## config.mk

```make
export PLATFORM = sky130hd
export DESIGN_NAME = pipe_stage_reg_flat
export DESIGN_NICKNAME = d
export VERILOG_FILES = /design/src/rtl/pipe_stage_if.sv /design/src/rtl/pipe_stage_reg.sv /design/src/flat_wrapper.sv
export SDC_FILE = /design/constraint.sdc
export NUM_CORES = 2
export LEC_CHECK = 0
export CAP_MARGIN = 20
export CORE_AREA = 2 2 267 269
export CTS_BUF_LIST = sky130_fd_sc_hd__clkbuf_16
export CTS_CLUSTER_DIAMETER = 30
export CTS_CLUSTER_SIZE = 8
export DETAILED_ROUTE_END_ITERATION = 16
export DIE_AREA = 0 0 269 271
export GPL_ROUTABILITY_DRIVEN = 0
export PLACE_DENSITY = 0.73
export SLEW_MARGIN = 20
export SYNTH_ARGS = -nofsm -noshare
export SYNTH_HDL_FRONTEND = slang
export SYNTH_SLANG_ARGS = --single-unit
export TNS_END_PERCENT = 30
```

## constraint.sdc

```tcl
create_clock -name clk -period 1.78 [get_ports clk]
set_input_delay 0.267 -clock clk [delete_from_list [all_inputs] [get_ports clk]]
set_output_delay 0.267 -clock clk [all_outputs]
set_load 0.005 [all_outputs]
```

## src/rtl/pipe_stage_if.sv

```systemverilog
// Stage-to-stage bundle for one pipeline register: upstream beat, downstream beat and flush.
// A beat moves on a rising edge where valid && ready; valid never waits on ready, and payload is only meaningful while valid is high.
interface pipe_stage_if #(
    parameter int CTRL_W = 64,
    parameter int DATA_W = 256
);
    logic              in_valid;
    logic              in_ready;
    logic [CTRL_W-1:0] in_ctrl;
    logic [DATA_W-1:0] in_data;
    logic              flush;
    logic              out_valid;
    logic              out_ready;
    logic [CTRL_W-1:0] out_ctrl;
    logic [DATA_W-1:0] out_data;

    // master: the surrounding pipeline (upstream stage, hazard logic, downstream stage)
    modport master (
        output in_valid, in_ctrl, in_data, flush, out_ready,
        input  in_ready, out_valid, out_ctrl, out_data
    );

    // slave: the stage register itself
    modport slave (
        input  in_valid, in_ctrl, in_data, flush, out_ready,
        output in_ready, out_valid, out_ctrl, out_data
    );
endinterface

```

## src/rtl/pipe_stage_reg.sv

```systemverilog
// Generic inter-stage pipeline register with valid/ready handshake, optional 2-entry skid
// buffer, bubble-inserting flush and saturating stall/flush counters.
module pipe_stage_reg #(
    parameter int CTRL_W = 64,
    parameter int DATA_W = 256,
    parameter int SKID   = 1,
    parameter int CNT_W  = 16
) (
    input  logic             clk,
    input  logic             rst,
    pipe_stage_if.slave      bus,
    output logic [CNT_W-1:0] stall_cnt,
    output logic [CNT_W-1:0] flush_cnt,
    output logic [1:0]       dbg_state
);
    typedef enum logic [1:0] {
        EMPTY = 2'd0,
        ONE   = 2'd1,
        FULL  = 2'd2
    } state_t;

    state_t            state_q, state_d;
    logic [CTRL_W-1:0] m_ctrl_q, m_ctrl_d, s_ctrl_q, s_ctrl_d;
    logic [DATA_W-1:0] m_data_q, m_data_d, s_data_q, s_data_d;
    logic              in_ready_q;
    logic              in_ready;
    logic              m_valid;
    logic              accept;
    logic              consume;

    assign m_valid = (state_q != EMPTY);
    // With a skid slot, ready comes straight from a flop so out_ready never reaches in_ready.
    assign in_ready = (SKID != 0) ? in_ready_q : (!m_valid || bus.out_ready);
    assign accept   = bus.in_valid && in_ready;
    assign consume  = m_valid && bus.out_ready;

    assign bus.in_ready  = in_ready;
    assign bus.out_valid = m_valid;
    assign bus.out_ctrl  = m_valid ? m_ctrl_q : '0;
    assign bus.out_data  = m_data_q;
    assign dbg_state     = state_q;

    always_comb begin
        state_d  = state_q;
        m_ctrl_d = m_ctrl_q;
        m_data_d = m_data_q;
        s_ctrl_d = s_ctrl_q;
        s_data_d = s_data_q;
        case (state_q)
            EMPTY: begin
                if (accept) begin
                    state_d  = ONE;
                    m_ctrl_d = bus.in_ctrl;
                    m_data_d = bus.in_data;
                end
            end
            ONE: begin
                if (accept && consume) begin
                    m_ctrl_d = bus.in_ctrl;
                    m_data_d = bus.in_data;
                end else if (accept) begin
                    // Only reachable with SKID=1: the head stalls, so the new beat parks in S.
                    state_d  = FULL;
                    s_ctrl_d = bus.in_ctrl;
                    s_data_d = bus.in_data;
                end else if (consume) begin
                    state_d = EMPTY;
                end
            end
            FULL: begin
                if (consume) begin
                    state_d  = ONE;
                    m_ctrl_d = s_ctrl_q;
                    m_data_d = s_data_q;
                end
            end
            default: state_d = EMPTY;
        endcase
        // Flush turns everything held into a bubble; data fields are left as they were.
        if (bus.flush) begin
            state_d  = EMPTY;
            m_ctrl_d = '0;
            s_ctrl_d = '0;
            m_data_d = m_data_q;
            s_data_d = s_data_q;
        end
    end

    always_ff @(posedge clk) begin
        if (rst) begin
            state_q    <= EMPTY;
            m_ctrl_q   <= '0;
            m_data_q   <= '0;
            s_ctrl_q   <= '0;
            s_data_q   <= '0;
            in_ready_q <= 1'b1;
            stall_cnt  <= '0;
            flush_cnt  <= '0;
        end else begin
            state_q    <= state_d;
            m_ctrl_q   <= m_ctrl_d;
            m_data_q   <= m_data_d;
            s_ctrl_q   <= s_ctrl_d;
            s_data_q   <= s_data_d;
            in_ready_q <= (state_d != FULL);
            if (m_valid && !bus.out_ready && (stall_cnt != '1))
                stall_cnt <= stall_cnt + CNT_W'(1);
            // S valid implies M valid, so M alone tells whether the flush killed a beat.
            if (bus.flush && m_valid && (flush_cnt != '1))
                flush_cnt <= flush_cnt + CNT_W'(1);
        end
    end
endmodule

```

## src/flat_wrapper.sv

```systemverilog
// flat-port wrapper written by rule: the top's interface ports become plain ports
module pipe_stage_reg_flat 
#(
    parameter int CTRL_W = 64,
    parameter int DATA_W = 256,
    parameter int SKID   = 1,
    parameter int CNT_W  = 16
)
  (clk, rst, stall_cnt, flush_cnt, dbg_state, bus_in_valid, bus_in_ctrl, bus_in_data, bus_flush, bus_out_ready, bus_in_ready, bus_out_valid, bus_out_ctrl, bus_out_data);
  pipe_stage_if #(.CTRL_W(CTRL_W), .DATA_W(DATA_W)) bus_i ();
  input  logic clk;
  input  logic rst;
  output logic [CNT_W-1:0] stall_cnt;
  output logic [CNT_W-1:0] flush_cnt;
  output logic [1:0] dbg_state;
  input wire logic [$bits(bus_i.in_valid)-1:0] bus_in_valid;
  input wire logic [$bits(bus_i.in_ctrl)-1:0] bus_in_ctrl;
  input wire logic [$bits(bus_i.in_data)-1:0] bus_in_data;
  input wire logic [$bits(bus_i.flush)-1:0] bus_flush;
  input wire logic [$bits(bus_i.out_ready)-1:0] bus_out_ready;
  output wire logic [$bits(bus_i.in_ready)-1:0] bus_in_ready;
  output wire logic [$bits(bus_i.out_valid)-1:0] bus_out_valid;
  output wire logic [$bits(bus_i.out_ctrl)-1:0] bus_out_ctrl;
  output wire logic [$bits(bus_i.out_data)-1:0] bus_out_data;
  assign bus_i.in_valid = bus_in_valid;
  assign bus_i.in_ctrl = bus_in_ctrl;
  assign bus_i.in_data = bus_in_data;
  assign bus_i.flush = bus_flush;
  assign bus_i.out_ready = bus_out_ready;
  assign bus_in_ready = bus_i.in_ready;
  assign bus_out_valid = bus_i.out_valid;
  assign bus_out_ctrl = bus_i.out_ctrl;
  assign bus_out_data = bus_i.out_data;
  pipe_stage_reg #(.CTRL_W(CTRL_W), .DATA_W(DATA_W), .SKID(SKID), .CNT_W(CNT_W)) u_core (.clk(clk), .rst(rst), .bus(bus_i), .stall_cnt(stall_cnt), .flush_cnt(flush_cnt), .dbg_state(dbg_state));
endmodule
```

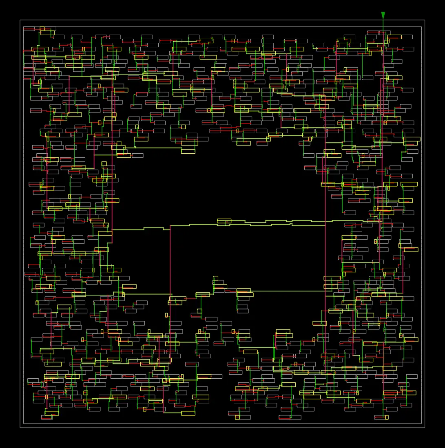
*The clock network*
worst setup skew after layout: 20.77 ps
Seq Cell Count: 675
clock buffer count from CTS: 140
clock latency on the worst-skew pair: 700 ps

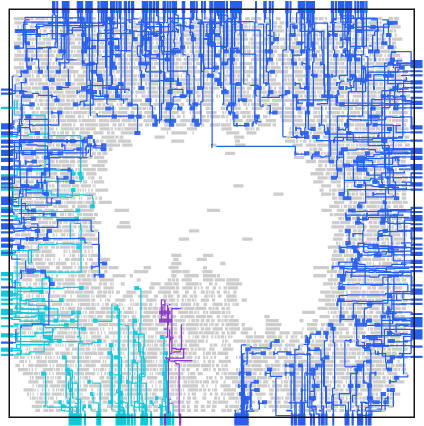
*Nets reached from selected ports*
Scale: 1.5 px per micron.
bus_out_ctrl: shown in cyan, bits 64, direction output, end cells 64, buffers 64, wire 2890 microns. bus_in_data: shown in blue, bits 256, direction input, end cells 512, buffers 256, wire 14400 microns. dbg_state: shown in purple, bits 2, direction output, end cells 2, buffers 10, wire 293 microns.
number of top-level pins: 681
count of buffers inserted at the top-level ports: 680

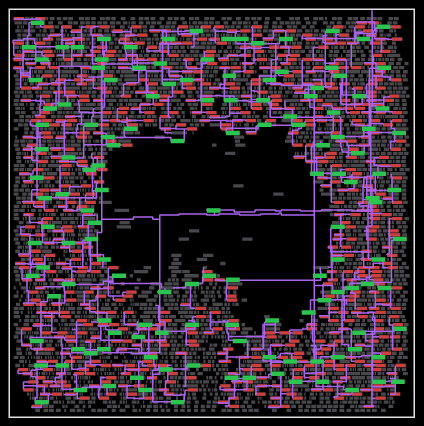
*Routed clock nets over the placement*
Scale: 1.5 px per micron.
cells driving clock nets: shown in green, count 140. clock wires: shown in purple, length 9530 microns. flip-flops: shown in red, count 675.
There are 141 routed clock nets. Position of the flops: spread over the die.
power in the clock group: 25500 uW
fraction of power consumed by the clock network: 54.7%

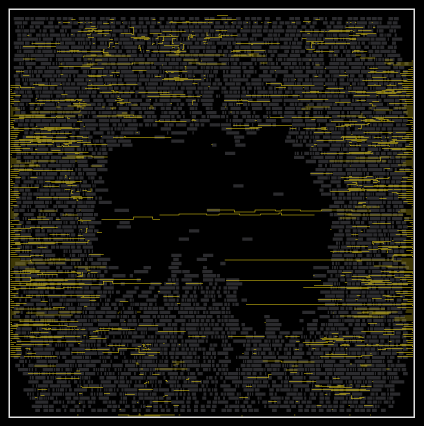
*Met3 routing*
Scale: 1.5 px per micron.
The layer carries 8670 microns of wire. The wires run mostly horizontal. 686 nets have wire on it. The longest straight run is 112 microns. The layer holds 7.7% of the routed length.
fraction of met3 tracks used by global routing: 6.062%
total wire length after detailed routing: 112200 microns

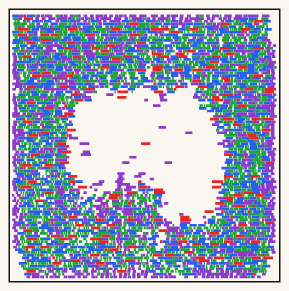
*Placement by cell class*
Scale: 1 px per micron.
other buffers and delay cells: shown in purple, cells 1062, share of their area 27%. flip-flops: shown in blue, cells 675, share of their area 30%. all other logic: shown in green, cells 2222, share of their area 32%. clock drivers and dummy loads: shown in red, cells 247, share of their area 10%.
register fraction of the total cell area: 29.55%
final non-filler cell area: 45830 sq um
num rows: 97
Placeable Area: 69790 sq um
final standard cell utilization of the core: 65.68%

==> flow report <==
=====================================================================================
Transition time at the pin with the least slew margin                        774.6 ps
Primary flip-flop cell chosen by synthesis mapping                       sky130_fd_sc_hd__dfxtp_1
Maximum cell stage delay along the critical path                               330 ps
Yosys reg bits                                                                    675
Via total after detailed routing                                                29280
Multi-input gate share of the layout cell area                                 31.32%
Final count of negative-setup-slack endpoints                                     965
Largest power group                                                      the clock network
Number of cells on the critical path                                                7
Violated checks                                                          setup timing
Number of global-route vias before repair                                       26700
Outcome                                                                  finished with violations
Number of logic gates                                                            2215
Worst hold path startpoint                                               bus_in_data[76]
P_seq                                                                        16100 uW
Number of non-clock buffers in the layout                                        1062
Count of cells along the worst register-to-register path                           13
Synthesized-area fraction occupied by ao, oa, aoi and oai cells                21.89%
Crit path to                                                             bus_out_ctrl[12]
Highest ir drop seen on vdd                                                 0.9396 mV
Post-synth EDFFs                                                                    0
Number of synthesis warnings                                                        0
Post-synthesis share of cell area spent on and, or, nand and nor gates         14.74%
Setup WS post-layout                                                        -534.9 ps
=====================================================================================
## flip-flops by register name (all words and copies together) (netlist names)
register             cells
u_core.bus.in_ready      1
u_core.bus.out_data    256
u_core.dbg_state         2
u_core.flush_cnt        16
u_core.m_ctrl_q         64
u_core.s_ctrl_q         64
u_core.s_data_q        256
u_core.stall_cnt        16
## cells by family after synthesis
logic type / after synthesis
xor gates and xnor gates: 1
AOI/OAI and AO/OA: 959
muxes: 260
buffers and inverters: 336
and+or+nand+nor: 993
DFF: 675
adders and majority gates: 2
## layout by cell type (no fill, tap or decap), types with 10 or more instances in the layout
master / netlist / final
sky130_fd_sc_hd__dfxtp_1: 675 / 662
sky130_fd_sc_hd__nand2_1: 780 / 641
sky130_fd_sc_hd__clkdlybuf4s50_1: 0 / 572
sky130_fd_sc_hd__a21oi_1: 599 / 470
sky130_fd_sc_hd__a311oi_1: 320 / 316
sky130_fd_sc_hd__mux2i_1: 258 / 258
sky130_fd_sc_hd__clkbuf_16: 0 / 178
sky130_fd_sc_hd__buf_4: 28 / 175
sky130_fd_sc_hd__a21oi_2: 0 / 129
sky130_fd_sc_hd__nand2_4: 0 / 97
sky130_fd_sc_hd__buf_12: 0 / 90
sky130_fd_sc_hd__nor2_1: 72 / 68
sky130_fd_sc_hd__buf_6: 1 / 64
sky130_fd_sc_hd__dlygate4sd2_1: 0 / 44
sky130_fd_sc_hd__and2_4: 0 / 43
sky130_fd_sc_hd__nand2_2: 0 / 42
sky130_fd_sc_hd__inv_1: 6 / 27
sky130_fd_sc_hd__clkinv_1: 0 / 25
sky130_fd_sc_hd__buf_16: 0 / 24
sky130_fd_sc_hd__and2_1: 65 / 22
sky130_fd_sc_hd__clkinv_2: 0 / 19
sky130_fd_sc_hd__clkbuf_2: 0 / 19
sky130_fd_sc_hd__bufinv_16: 0 / 16
sky130_fd_sc_hd__buf_8: 0 / 16
sky130_fd_sc_hd__or3_1: 14 / 13
sky130_fd_sc_hd__or4_1: 12 / 12
sky130_fd_sc_hd__diode_2: 0 / 11
sky130_fd_sc_hd__nand4_1: 11 / 11
sky130_fd_sc_hd__nand3_1: 11 / 11
sky130_fd_sc_hd__o21ai_0: 10 / 10
## layer usage
metal / global-route usage, % / vias up / wire length [microns]
li1: - / 13390 / -
met1: 30.39 / 14050 / 42010
met2: 44.55 / 1462 / 55470
met3: 6.062 / 376 / 8668
met4: 12.41 / 2 / 6070
met5: 0 / - / 13
## through the flow
stage	instances	utilization (%)	worst slack (ps)	TNS [ps]	hold slack, ps
floorplan	3226	-	-16.85	-33.52	351.3
finish	5157	65.68	-534.9	-203610	147.4
CTS	5063	61.41	-644.7	-182510	98.06
detailed placement	4760	53.00	-595.9	-279680	444.5
global route	5156	65.67	-586.4	-274390	129.8
global placement	4760	53.00	-543.1	-255760	438.4
## timing repair
item / 4_1_cts / 5_1_grt
hold buffers: 1 / 0
setup buffers: 32 / 50
gates resized: 337 / 525
cloned: 24 / 45
pin swaps: 14 / 159
setup endpoints to repair: 900 / 976
endpoints found under the hold margin: 9 / 0
Power is estimated from default activity; no workload was simulated.
